File: config.mk
export PLATFORM = sky130hd
export DESIGN_NAME = br_tag_alloc_ctrl_flat
export DESIGN_NICKNAME = d
export VERILOG_FILES = /design/src/rtl/br_tag_alloc_if.sv /design/src/rtl/br_tag_alloc_ctrl.sv /design/src/flat_wrapper.sv
export SDC_FILE = /design/constraint.sdc
export NUM_CORES = 1
export LEC_CHECK = 0
export ABC_AREA = 1
export CAP_MARGIN = 20
export CORE_ASPECT_RATIO = 1.4
export CORE_MARGIN = 5
export CORE_UTILIZATION = 40
export CTS_CLUSTER_DIAMETER = 80
export CTS_CLUSTER_SIZE = 25
export DETAILED_ROUTE_END_ITERATION = 12
export DONT_BUFFER_PORTS = 1
export GPL_TIMING_DRIVEN = 0
export PLACE_DENSITY = 0.52
export SETUP_SLACK_MARGIN = 0.4
export SYNTH_ARGS = -nofsm -noshare
export SYNTH_HDL_FRONTEND = slang
export SYNTH_SLANG_ARGS = --single-unit
File: constraint.sdc
create_clock -name clk -period 2.8 [get_ports clk]
set_input_delay 0.56 -clock clk [delete_from_list [all_inputs] [get_ports clk]]
set_output_delay 0.56 -clock clk [all_outputs]
set_load 0.02 [all_outputs]
File: src/rtl/br_tag_alloc_if.sv
// Branch-tag controller interface: bundles the decode, commit, writeback and
// buffer strobes between the environment (master) and the controller (slave).
interface br_tag_alloc_if #(
    parameter int ADDR = 3
);
    logic            alloc_req_;
    logic            alloc_grant_;
    logic [ADDR-1:0] alloc_tag;
    logic            commit_req_;
    logic            mispred_;
    logic [ADDR-1:0] mispred_idx;
    logic            buf_we_;
    logic            buf_re_;
    logic            buf_wb_flush_;
    logic [ADDR-1:0] buf_wb_idx;
    logic            buf_busy;
    logic            fe_stall;
    logic [ADDR:0]   count;

    // Decode/commit/writeback/buffer side.
    modport master (
        output alloc_req_, commit_req_, mispred_, mispred_idx, buf_busy,
        input  alloc_grant_, alloc_tag, buf_we_, buf_re_, buf_wb_flush_,
               buf_wb_idx, fe_stall, count
    );

    // Controller side.
    modport slave (
        input  alloc_req_, commit_req_, mispred_, mispred_idx, buf_busy,
        output alloc_grant_, alloc_tag, buf_we_, buf_re_, buf_wb_flush_,
               buf_wb_idx, fe_stall, count
    );
endinterface

File: src/rtl/br_tag_alloc_ctrl.sv
// Branch status buffer sequencer: hands out in-order tags to decode, retires
// them at commit, flushes younger tags on a mispredict and stalls the frontend
// for RECOVER_CYC cycles afterwards.
// Optional macro BR_CTRL_PERF_EN adds saturating flush/stall event counters.
`ifndef PredMaxDepth
`define PredMaxDepth 8
`endif

module br_tag_alloc_ctrl #(
    parameter int DEPTH       = `PredMaxDepth,
    parameter int ADDR        = $clog2(DEPTH),
    parameter int RECOVER_CYC = 2
) (
    input  logic        clk,
    input  logic        reset_,
    br_tag_alloc_if.slave bif
`ifdef BR_CTRL_PERF_EN
    ,
    output logic [31:0] perf_flush_cnt,
    output logic [31:0] perf_stall_cnt
`endif
);

    typedef enum logic [0:0] {
        ST_RUN     = 1'b0,
        ST_RECOVER = 1'b1
    } state_e;

    localparam logic [ADDR:0] FULL     = (ADDR + 1)'(DEPTH);
    localparam logic [3:0]    REC_LAST = 4'(RECOVER_CYC);

    state_e          state_q, state_d;
    logic [3:0]      rcnt_q, rcnt_d;
    logic [ADDR-1:0] head_q, head_d;
    logic [ADDR-1:0] tail_q, tail_d;
    logic [ADDR:0]   count_q, count_d;

    logic [ADDR-1:0] offset;
    logic            in_range;
    logic            flush;
    logic            commit;
    logic            grant;
    logic            stall;

    // Decode this cycle's events; every strobe is masked while reset is held
    // so the outputs sit at their idle values during reset.
    always_comb begin
        // Distance from the oldest live tag; the mispredicted tag is live iff
        // that distance is below the occupancy (wraps naturally mod DEPTH).
        offset   = bif.mispred_idx - tail_q;
        in_range = ({1'b0, offset} < count_q);
        flush    = reset_ && !bif.mispred_ && in_range;
        commit   = reset_ && !bif.commit_req_ && (count_q != '0);
        // Any mispredict report, even an ignored one, holds off the grant.
        grant    = reset_ && !bif.alloc_req_ && (state_q == ST_RUN) &&
                   bif.mispred_ && (count_q != FULL) && !bif.buf_busy;
        stall    = reset_ && ((state_q == ST_RECOVER) ||
                              (count_q == FULL) || bif.buf_busy);
    end

    // Next-state logic for the FSM, the recovery counter and the pointers.
    always_comb begin
        // NOTE: every variable gets a default before any branch so no path
        // leaves it unassigned, which would otherwise infer a latch.
        state_d = state_q;
        rcnt_d  = rcnt_q;
        head_d  = head_q;
        tail_d  = tail_q + ADDR'(commit);
        count_d = count_q;

        if (flush) begin
            // Everything younger than the mispredicted tag is discarded.
            head_d  = bif.mispred_idx + ADDR'(1);
            count_d = {1'b0, offset} + (ADDR + 1)'(1) - (ADDR + 1)'(commit);
            state_d = ST_RECOVER;
            rcnt_d  = '0;
        end else begin
            head_d  = head_q + ADDR'(grant);
            count_d = count_q + (ADDR + 1)'(grant) - (ADDR + 1)'(commit);
            if (state_q == ST_RECOVER) begin
                if (rcnt_q + 4'd1 == REC_LAST) begin
                    state_d = ST_RUN;
                    rcnt_d  = '0;
                end else begin
                    rcnt_d  = rcnt_q + 4'd1;
                end
            end
        end
    end

    // State registers with synchronous active-low reset.
    always_ff @(posedge clk) begin
        // NOTE: sequential state uses non-blocking assignments so every
        // register samples the pre-edge values, independent of statement order.
        if (!reset_) begin
            state_q <= ST_RUN;
            rcnt_q  <= '0;
            head_q  <= '0;
            tail_q  <= '0;
            count_q <= '0;
        end else begin
            state_q <= state_d;
            rcnt_q  <= rcnt_d;
            head_q  <= head_d;
            tail_q  <= tail_d;
            count_q <= count_d;
        end
    end

    // Drive the interface outputs (active-low strobes are inverted events).
    always_comb begin
        bif.alloc_grant_  = !grant;
        bif.buf_we_       = !grant;
        bif.alloc_tag     = reset_ ? head_q : '0;
        bif.buf_re_       = !commit;
        bif.buf_wb_flush_ = !flush;
        bif.buf_wb_idx    = flush ? bif.mispred_idx : '0;
        bif.fe_stall      = stall;
        bif.count         = count_q;
    end

`ifdef BR_CTRL_PERF_EN
    logic [31:0] perf_flush_q;
    logic [31:0] perf_stall_q;

    // Saturating event counters for accepted mispredicts and stall cycles.
    always_ff @(posedge clk) begin
        if (!reset_) begin
            perf_flush_q <= '0;
            perf_stall_q <= '0;
        end else begin
            if (flush && !(&perf_flush_q)) perf_flush_q <= perf_flush_q + 32'd1;
            if (stall && !(&perf_stall_q)) perf_stall_q <= perf_stall_q + 32'd1;
        end
    end

    assign perf_flush_cnt = perf_flush_q;
    assign perf_stall_cnt = perf_stall_q;
`endif

endmodule

File: src/flat_wrapper.sv
// flat-port wrapper written by rule: the top's interface ports become plain ports
module br_tag_alloc_ctrl_flat 
#(
    parameter int DEPTH       = `PredMaxDepth,
    parameter int ADDR        = $clog2(DEPTH),
    parameter int RECOVER_CYC = 2
)
  (clk, reset_, bif_alloc_req_, bif_commit_req_, bif_mispred_, bif_mispred_idx, bif_buf_busy, bif_alloc_grant_, bif_alloc_tag, bif_buf_we_, bif_buf_re_, bif_buf_wb_flush_, bif_buf_wb_idx, bif_fe_stall, bif_count);
  br_tag_alloc_if #(.ADDR(ADDR)) bif_i ();
  input  logic clk;
  input  logic reset_;
  input wire logic [$bits(bif_i.alloc_req_)-1:0] bif_alloc_req_;
  input wire logic [$bits(bif_i.commit_req_)-1:0] bif_commit_req_;
  input wire logic [$bits(bif_i.mispred_)-1:0] bif_mispred_;
  input wire logic [$bits(bif_i.mispred_idx)-1:0] bif_mispred_idx;
  input wire logic [$bits(bif_i.buf_busy)-1:0] bif_buf_busy;
  output wire logic [$bits(bif_i.alloc_grant_)-1:0] bif_alloc_grant_;
  output wire logic [$bits(bif_i.alloc_tag)-1:0] bif_alloc_tag;
  output wire logic [$bits(bif_i.buf_we_)-1:0] bif_buf_we_;
  output wire logic [$bits(bif_i.buf_re_)-1:0] bif_buf_re_;
  output wire logic [$bits(bif_i.buf_wb_flush_)-1:0] bif_buf_wb_flush_;
  output wire logic [$bits(bif_i.buf_wb_idx)-1:0] bif_buf_wb_idx;
  output wire logic [$bits(bif_i.fe_stall)-1:0] bif_fe_stall;
  output wire logic [$bits(bif_i.count)-1:0] bif_count;
  assign bif_i.alloc_req_ = bif_alloc_req_;
  assign bif_i.commit_req_ = bif_commit_req_;
  assign bif_i.mispred_ = bif_mispred_;
  assign bif_i.mispred_idx = bif_mispred_idx;
  assign bif_i.buf_busy = bif_buf_busy;
  assign bif_alloc_grant_ = bif_i.alloc_grant_;
  assign bif_alloc_tag = bif_i.alloc_tag;
  assign bif_buf_we_ = bif_i.buf_we_;
  assign bif_buf_re_ = bif_i.buf_re_;
  assign bif_buf_wb_flush_ = bif_i.buf_wb_flush_;
  assign bif_buf_wb_idx = bif_i.buf_wb_idx;
  assign bif_fe_stall = bif_i.fe_stall;
  assign bif_count = bif_i.count;
  br_tag_alloc_ctrl #(.DEPTH(DEPTH), .ADDR(ADDR), .RECOVER_CYC(RECOVER_CYC)) u_core (.clk(clk), .reset_(reset_), .bif(bif_i));
endmodule
Figure 1. Signal metal coverage by tile.
The die is cut into 11 by 15 equal tiles; black is low, pale yellow is high, scaled to the fullest tile. Values are wire area over tile area, all layers added.
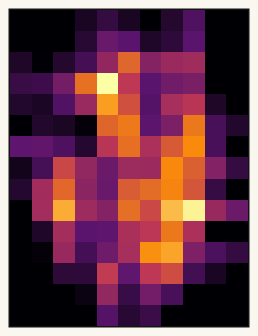
mean over tiles: 0.098
nearly empty tiles: 27%
tiles over half the peak: 19%
fullest tile: 0.37
emptiest ninth of the die: south-west
Via Count: 966
routed length per instance: 12.6 µm
drt total wl: 2.55 mm

Figure 2. Placement view.
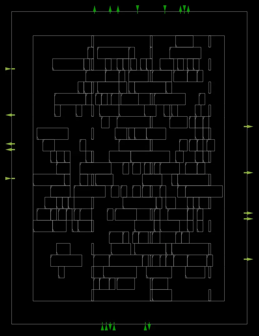
fin cells: 202
Core Rows: 23
Final Core Density: 49.2%
register share of the cell area: 22.4%

Figure 3. Logic cells by family.
Bar = 20 µm.
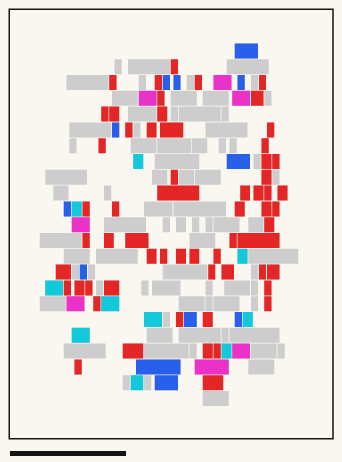
| colour | family | cells |
|---|---|---|
| red | nand cells | 60 |
| blue | nor cells | 12 |
| cyan | aoi and oai cells | 10 |
| magenta | xor and xnor cells | 7 |
logic share of the area: 58.4%
most frequent logic cell in the layout: nand2_1

Figure 4. Layout detail.
Bar = 10 µm. Region (15, 10) to (40, 35) µm. Cells in grey, sequential cells in the stronger grey; small squares are vias.
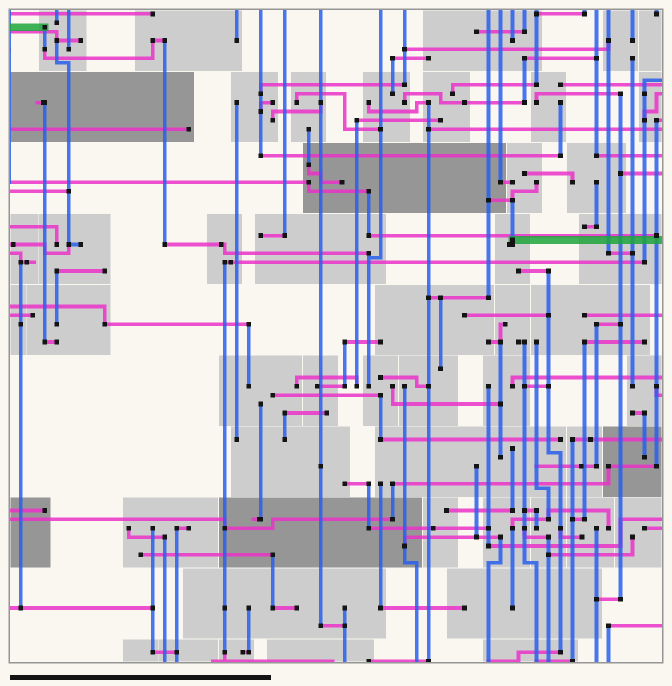
| colour | layer |
|---|---|
| blue | M2 |
| magenta | M1 |
| green | M3 |
netlist names of flops here include: u_core.bif.count (2), u_core.rcnt_q (1)
most frequent: inv_1 (7), nand3_1 (6), nand2_1 (6)
sequential cells in the window: 3
cells with their middle in the window: 41

==> Slide: Implementation Results <==
Key Metrics from the Run

Synthesis
  – Avg Synthesized Cell Area: 7.43 µm²
  – Top-area cell share: between 20% and 30%
  – Synthesized cell area: 0.00116 mm²
  – Yosys simple share: between 20 and 30%

Power
  – Combinational Power: 681 µW
  – Design Power: roughly 1200 µW

STA
  – Fmax: 0.365 GHz
  – Hold Violations, Final: 0
  – Cycle use final: a little over nine tenths

Place
  – Placer Congestion: 0.758

Worst setup path
  – CP Class: reg -> out
  – Crit path arrival time: 2.18 ns
  – Crit path max-delay family: adder cells

CTS
  – # resized after CTS: 6
  – CTS tree: built

Floorplanning
  – Die width: ~55 µm
  – Die ar.: 0.00409 mm²

Global routing
  – Initial antenna violation count: 0
  – Grt ovf: 0

Cells and area
  – ANT cells: 0
  – Invs w/o clock: 32
  – Share of cells above drive strength 1: 24.2%

Outcome
  – Run status: complete, no violations

Drt
  – Drt via density: between 4 and 5
  – Pre-antenna DRT Iters: 4

Job
  – Tool warning count: 31
==> layer usage <==
layer | part of all wire (%) | wire length (µm) | track usage, %
met1 | 40 | 1030 | 14.4
met2 | 54 | 1380 | 25.0
met3 | 4.2 | 107 | 4.04
met4 | 1.3 | 32 | 6.49
met5 | 0 | 0 | 0
==> metrics by stage <==
step | utilization (%) | instance area (µm²) | TNS (ns) | hold WS (ns)
after floorplan | - | 1200 | 0 | 0.473
after global placement | 44.1 | 1240 | -0.0129 | 0.493
after detailed placement | 44.1 | 1240 | -0.0963 | 0.500
after CTS | 47.4 | 1340 | -0.0552 | 0.453
after global routing | 49.2 | 1390 | -0.107 | 0.453
final | 49.2 | 1390 | 0 | 0.457
Power and IR drop assume default switching activity.
